`config.mk`:
```
export PLATFORM = sky130hd
export DESIGN_NAME = key_entry_frontend
export DESIGN_NICKNAME = d
export VERILOG_FILES = /design/src/rtl/entry_pkg.sv /design/src/rtl/debounce_cell.sv /design/src/rtl/key_entry_frontend.sv
export SDC_FILE = /design/constraint.sdc
export NUM_CORES = 1
export LEC_CHECK = 0
export ABC_AREA = 0
export CORE_MARGIN = 10
export CORE_UTILIZATION = 55
export CTS_BUF_LIST = sky130_fd_sc_hd__clkbuf_8 sky130_fd_sc_hd__clkbuf_16
export CTS_CLUSTER_SIZE = 20
export DETAILED_ROUTE_END_ITERATION = 8
export PLACE_DENSITY = 0.79
export SLEW_MARGIN = 5
export SYNTH_ARGS = -nofsm -noshare
export SYNTH_HDL_FRONTEND = slang
export SYNTH_HIERARCHICAL = 1
export SYNTH_SLANG_ARGS = --single-unit
```
`constraint.sdc`:
```
create_clock -name clock -period 4.7 [get_ports clock]
set_input_delay 0.705 -clock clock [delete_from_list [all_inputs] [get_ports clock]]
set_output_delay 0.705 -clock clock [all_outputs]
set_load 0.005 [all_outputs]
```
`src/rtl/entry_pkg.sv`:
```
// Shared encodings for the key entry front end: FSM states, key indices, default width.
package entry_pkg;

    typedef enum logic [1:0] {
        ST_WAIT_AMOUNT = 2'd0,
        ST_WAIT_KEY    = 2'd1,
        ST_PRESENT     = 2'd2,
        ST_UNUSED      = 2'd3
    } entry_state_e;

    localparam int KEY_START  = 0;
    localparam int KEY_LOAD   = 1;
    localparam int KEY_CANCEL = 2;

    localparam int ENTRY_DATA_W = 8;

endpackage

```
`src/rtl/debounce_cell.sv`:
```
// One pushbutton: 2-FF synchroniser, debounce counter, stable level and press pulse.
module debounce_cell #(
    parameter int DEBOUNCE_CYCLES = 500000
) (
    input  logic clock,
    input  logic reset,
    input  logic key_n,
    output logic press_pulse
);

    localparam int CNT_W = (DEBOUNCE_CYCLES > 1) ? $clog2(DEBOUNCE_CYCLES) : 1;

    logic             sync_a;
    logic             sync_b;
    logic             stable;
    logic             stable_d;
    logic [CNT_W-1:0] count;

    always_ff @(posedge clock) begin
        if (reset) begin
            sync_a      <= 1'b1;
            sync_b      <= 1'b1;
            stable      <= 1'b1;
            stable_d    <= 1'b1;
            count       <= '0;
            press_pulse <= 1'b0;
        end else begin
            sync_a      <= key_n;
            sync_b      <= sync_a;
            stable_d    <= stable;
            press_pulse <= stable_d & ~stable;
            // A new level is accepted only after it has differed from stable for a full window.
            if (sync_b == stable) begin
                count <= '0;
            end else if (count == CNT_W'(DEBOUNCE_CYCLES - 1)) begin
                stable <= sync_b;
                count  <= '0;
            end else begin
                count <= count + 1'b1;
            end
        end
    end

endmodule

```
`src/rtl/key_entry_frontend.sv`:
```
// Debounced key front end with amount/key entry FSM and valid/ready output.
// Optional build macro ENTRY_CANCEL_EN enables the cancel key on key_n[2].
module key_entry_frontend
    import entry_pkg::*;
#(
    parameter int DEBOUNCE_CYCLES = 500000,
    parameter int DATA_W          = ENTRY_DATA_W
) (
    input  logic              clock,
    input  logic              reset,
    input  logic [2:0]        key_n,
    input  logic [DATA_W-1:0] sw,
    output logic              start_pulse,
    output logic              load_pulse,
    output logic [DATA_W-1:0] amount_out,
    output logic [DATA_W-1:0] key_out,
    output logic              entry_valid,
    input  logic              entry_ready,
    output logic [1:0]        entry_state
);

    entry_state_e state;
    entry_state_e state_next;
    logic         cap_amount;
    logic         cap_key;

    debounce_cell #(.DEBOUNCE_CYCLES(DEBOUNCE_CYCLES)) u_start (
        .clock      (clock),
        .reset      (reset),
        .key_n      (key_n[KEY_START]),
        .press_pulse(start_pulse)
    );

    debounce_cell #(.DEBOUNCE_CYCLES(DEBOUNCE_CYCLES)) u_load (
        .clock      (clock),
        .reset      (reset),
        .key_n      (key_n[KEY_LOAD]),
        .press_pulse(load_pulse)
    );

`ifdef ENTRY_CANCEL_EN
    logic cancel_pulse;

    debounce_cell #(.DEBOUNCE_CYCLES(DEBOUNCE_CYCLES)) u_cancel (
        .clock      (clock),
        .reset      (reset),
        .key_n      (key_n[KEY_CANCEL]),
        .press_pulse(cancel_pulse)
    );
`else
    logic unused_cancel;
    assign unused_cancel = key_n[KEY_CANCEL];
`endif

    always_ff @(posedge clock) begin
        if (reset) begin
            state <= ST_WAIT_AMOUNT;
        end else begin
            state <= state_next;
        end
    end

    always_comb begin
        state_next = state;
        cap_amount = 1'b0;
        cap_key    = 1'b0;
        case (state)
            ST_WAIT_AMOUNT: begin
                if (load_pulse) begin
                    cap_amount = 1'b1;
                    state_next = ST_WAIT_KEY;
                end
            end
            ST_WAIT_KEY: begin
                if (load_pulse) begin
                    cap_key    = 1'b1;
                    state_next = ST_PRESENT;
                end
            end
            ST_PRESENT: begin
                if (entry_ready) begin
                    state_next = ST_WAIT_AMOUNT;
                end
            end
            default: state_next = ST_WAIT_AMOUNT;
        endcase
`ifdef ENTRY_CANCEL_EN
        // Cancel overrides both a pending capture and the handshake.
        if (cancel_pulse) begin
            state_next = ST_WAIT_AMOUNT;
            cap_amount = 1'b0;
            cap_key    = 1'b0;
        end
`endif
    end

    always_ff @(posedge clock) begin
        if (reset) begin
            amount_out <= '0;
            key_out    <= '0;
        end else begin
            if (cap_amount) amount_out <= sw;
            if (cap_key)    key_out    <= sw;
        end
    end

    assign entry_valid = (state == ST_PRESENT);
    assign entry_state = state;

endmodule

```
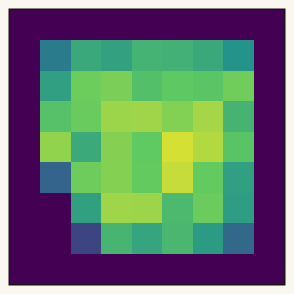
run_1/density.png
(3 px per micron) 9 x 9 tiles, from dark purple (low) to yellow (high), 0 to 100% covered.
fullest tile: 94%
tiles over 75% full: 27%
densest ninth of the die: center
emptiest ninth of the die: lower left
nearly empty tiles: 42%
mean over tiles: 40%
Core Util, Final: 70.9%
Init Core Util: 58.2%
core box area: 4820 sq um

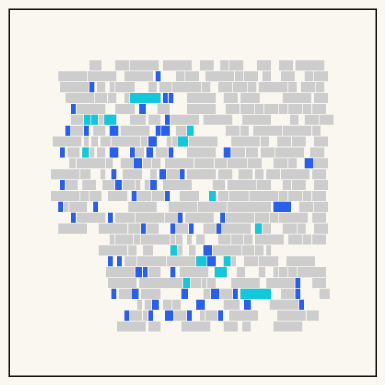
run_1/gate_families.png
(4 px per micron)
| color | family | cells | most used |
|---|---|---|---|
| blue | NOR gates | 63 | nor2_1 |
| cyan | inverting AOI/OAI gates | 15 | a21oi_1 |
non-filler cells, final: 404
highest-count logic cell in the final layout: dfxtp_1
combinational share of cell area: 40.7%

==> flow_summary.yaml, run 1 <==
# implementation run metrics
floorplanning:
  die_w_microns: 91.4
  io_pins: 35
  die-area_sq_um: 8350
  die_h_microns: 91.4
layout:
  nClkBuffers: 12
  lay_top_cells: "dfxtp_1 (66), nor2_1 (40), clkdlybuf4s50_1 (33)"
  nFillCells: 374
  clock_area_share_pct: 6.96
  nets: 348
  fin_area_sq_um: 3410
  nFlopsAndLatches: 66
  top_regs: "u_load/count x19, u_start/count x19"
  comb_cells: 209
  largest_cell_class: "combinational gates"
clocking:
  cts_tree: "done"
  htreeDepth: 3
  cts_resized: 0
  cts-hold-fix-buffers: 0
  clockRootBuffer: "clkbuf_8"
  cts_buffers: 9
  clock-sinks: 66
  clk_latency_ps: 330
  cts_buffer_depth: 2
global_route:
  grt_use_met1_pct: 16.6
  globalRouteOverflowTotal: 0
  busiest_layer: "met2"
  grtUsageMet3_pct: 4.44
  use_met2_pct: 20.8
  grt_pass1_wl_microns: 9380
final_timing:
  slew_violations: 0
  relSlewSlack_pct: 49.3
  report.final.hold_viol_count: 0
  max_freq_mhz: 453
  fin_hold_ws_ps: 405
  period_used_pct: 46.9
  worst_pin_slew_ps: 761
  rsz0062_at_grt: "false"
  finalCriticalPeriod_ps: 2210
worst_setup_path:
  reg2reg_depth: 5
  r2r_setup_slack_ps: 2490
  worstPathRequired_ps: 4890
  critPathCapture: "u_load/count[10]$_SDFF_PP0_"
  reg2reg_to: "u_load/count[10]$_SDFF_PP0_"
  cp.depth: 5
  cp-start-kind: "flop"
  critPathTopFamily: "simple AND/OR/NAND/NOR gates"
  crit_path_max_incr_delay_ps: 640
  crit_path_cell_trace: "ha_1 -> nand3_2 -> or4_4 -> o31ai_4 -> nor2_1"
  critPathBufInv: 0
  cp-end-kind: "flop"
synthesis:
  synthesis.area_sq_um: 2800
  synthArstFlopShare_pct: 0
  ys.flops: 66
  netlist_top_cells_count: "dfxtp_1 (66), nor2_1 (40), xnor2_1 (25), nand2b_1 (24), mux2i_1 (18)"
  synth_nets: 309
  synth_stat.cells: 293
  logic_family: "simple AND/OR/NAND/NOR gates"
  ys_sh_aoi_pct: 4.91
  synthDistinctLibCells: 33
  yosys_most_used_dff: "dfxtp_1"
  synth.area.top_cells: "dfxtp_1 (47%), xnor2_1 (7.8%), mux2i_1 (6.4%), nand2b_1 (5.4%), nor2_1 (5.4%)"
  edf_count: 0
pwr:
  power.total_mw: 1.13
  power.net_switching_mw: 0.217
  pwr-share-comb_pct: 2.3
  power.share.switching_pct: 19.1
  p_seq_share_pct: 49.6
  power.group.top: "registers"
  clkPwrFrac_pct: 48.1
  p_leak_nw: 1.09
route:
  met1_length_microns: 2670
  wl_met3_microns: 259
  first_iter_violations: 162
  wirelength_microns: 5420
  routed_via_density: 5.25
  met2WireLength_microns: 2420
hold_path:
  hold_depth: 1
  min_path_type: "reg -> reg"
run_status:
  outcome: "finished clean"
place:
  place_ws_ps: 2470
  place_inst: 388
  dp_hpwl_microns: 3720
  place_area_sq_um: 3180
  portBuffers: 33
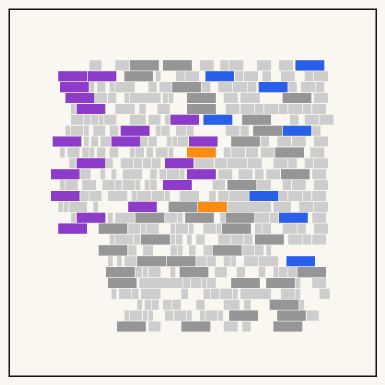
run_1/registers.png
(4 px per micron) Other sequential cells in the stronger gray, the rest of the logic in the fainter gray.
| color | signal | placed flops |
|---|---|---|
| purple | u_start/count | 19 |
| blue | amount_out | 8 |
| orange | entry_state | 2 |
Seq. cell area: 1320 sq um
Seq power: 0.562 mW
Seq/total area: 38.7%

run_1/port_nets.png
(4 px per micron)
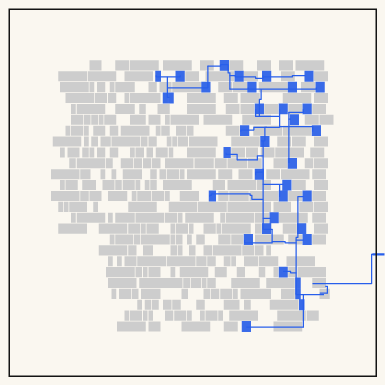

==> run 2: changes to the inputs <==
==> constraint.sdc (replaced) <==
create_clock -name clock -period 2.1 [get_ports clock]
set_input_delay 0.315 -clock clock [delete_from_list [all_inputs] [get_ports clock]]
set_output_delay 0.315 -clock clock [all_outputs]
set_load 0.005 [all_outputs]
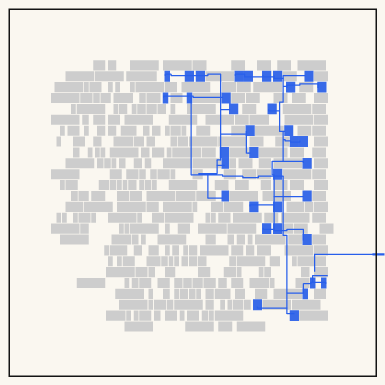
run_2/port_nets.png
(4 px per micron)
| color | port | bits | direction | edge | end cells | wire |
|---|---|---|---|---|---|---|
| blue | reset | 1 | input | right | 36 | 328 microns |
Ports: 35
PortBufs: 33

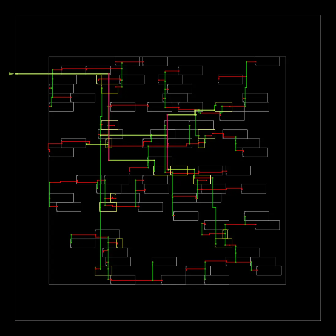
run_2/final_clocks.png
Clock Buffer Count: 10
CTS sink cnt: 66

==> flow_summary.yaml, run 2 <==
# implementation run metrics
synthesis:
  yosys_most_used_dff: "dfxtp_1"
  ys.flops: 66
  synth.area.top_cells: "dfxtp_1 (47%), xnor2_1 (7.8%), mux2i_1 (6.4%), nand2b_1 (5.4%), nor2_1 (5.4%)"
  netlist_top_cells_count: "dfxtp_1 (66), nor2_1 (40), xnor2_1 (25), nand2b_1 (24), mux2i_1 (18)"
worst_setup_path:
  critPathCapture: "u_load/count[11]$_SDFF_PP0_"
  reg2reg_to: "u_load/count[11]$_SDFF_PP0_"
  critPathBufInv: 1
  critPathTopFamily: "simple AND/OR/NAND/NOR gates"
global_route:
  grt_pass1_wl_microns: 9300
run_status:
  outcome: "finished clean"
final_timing:
  slew_violations: 0
  rsz0062_at_grt: "false"
  report.final.hold_viol_count: 0
  worst_pin_slew_ps: 427
clocking:
  cts_buffer_depth: 2
  cts_buffers: 9
  clk_latency_ps: 330
layout:
  seq_share_pct: 38.8
  lay_top_cells: "dfxtp_1 (66), nor2_1 (40), clkdlybuf4s50_1 (33)"
  final_util_pct: 70.8
  largest_cell_class: "combinational gates"
  comb_cells: 209
  top_regs: "u_load/count x19, u_start/count x19"
pwr:
  pwr-share-comb_pct: 2.8
  p_seq_share_pct: 57.3
  power.total_mw: 2.20
  power.group.top: "registers"
  power.share.switching_pct: 21.0
place:
  place_inst: 397
  dp_hpwl_microns: 4020
floorplanning:
  core_area_sq_um: 4820
  die_h_microns: 91.4
  die_w_microns: 91.4
route:
  routed_via_density: 5.27
  met1_length_microns: 2630
No activity file was given, so power comes from the tool's default toggle rates.
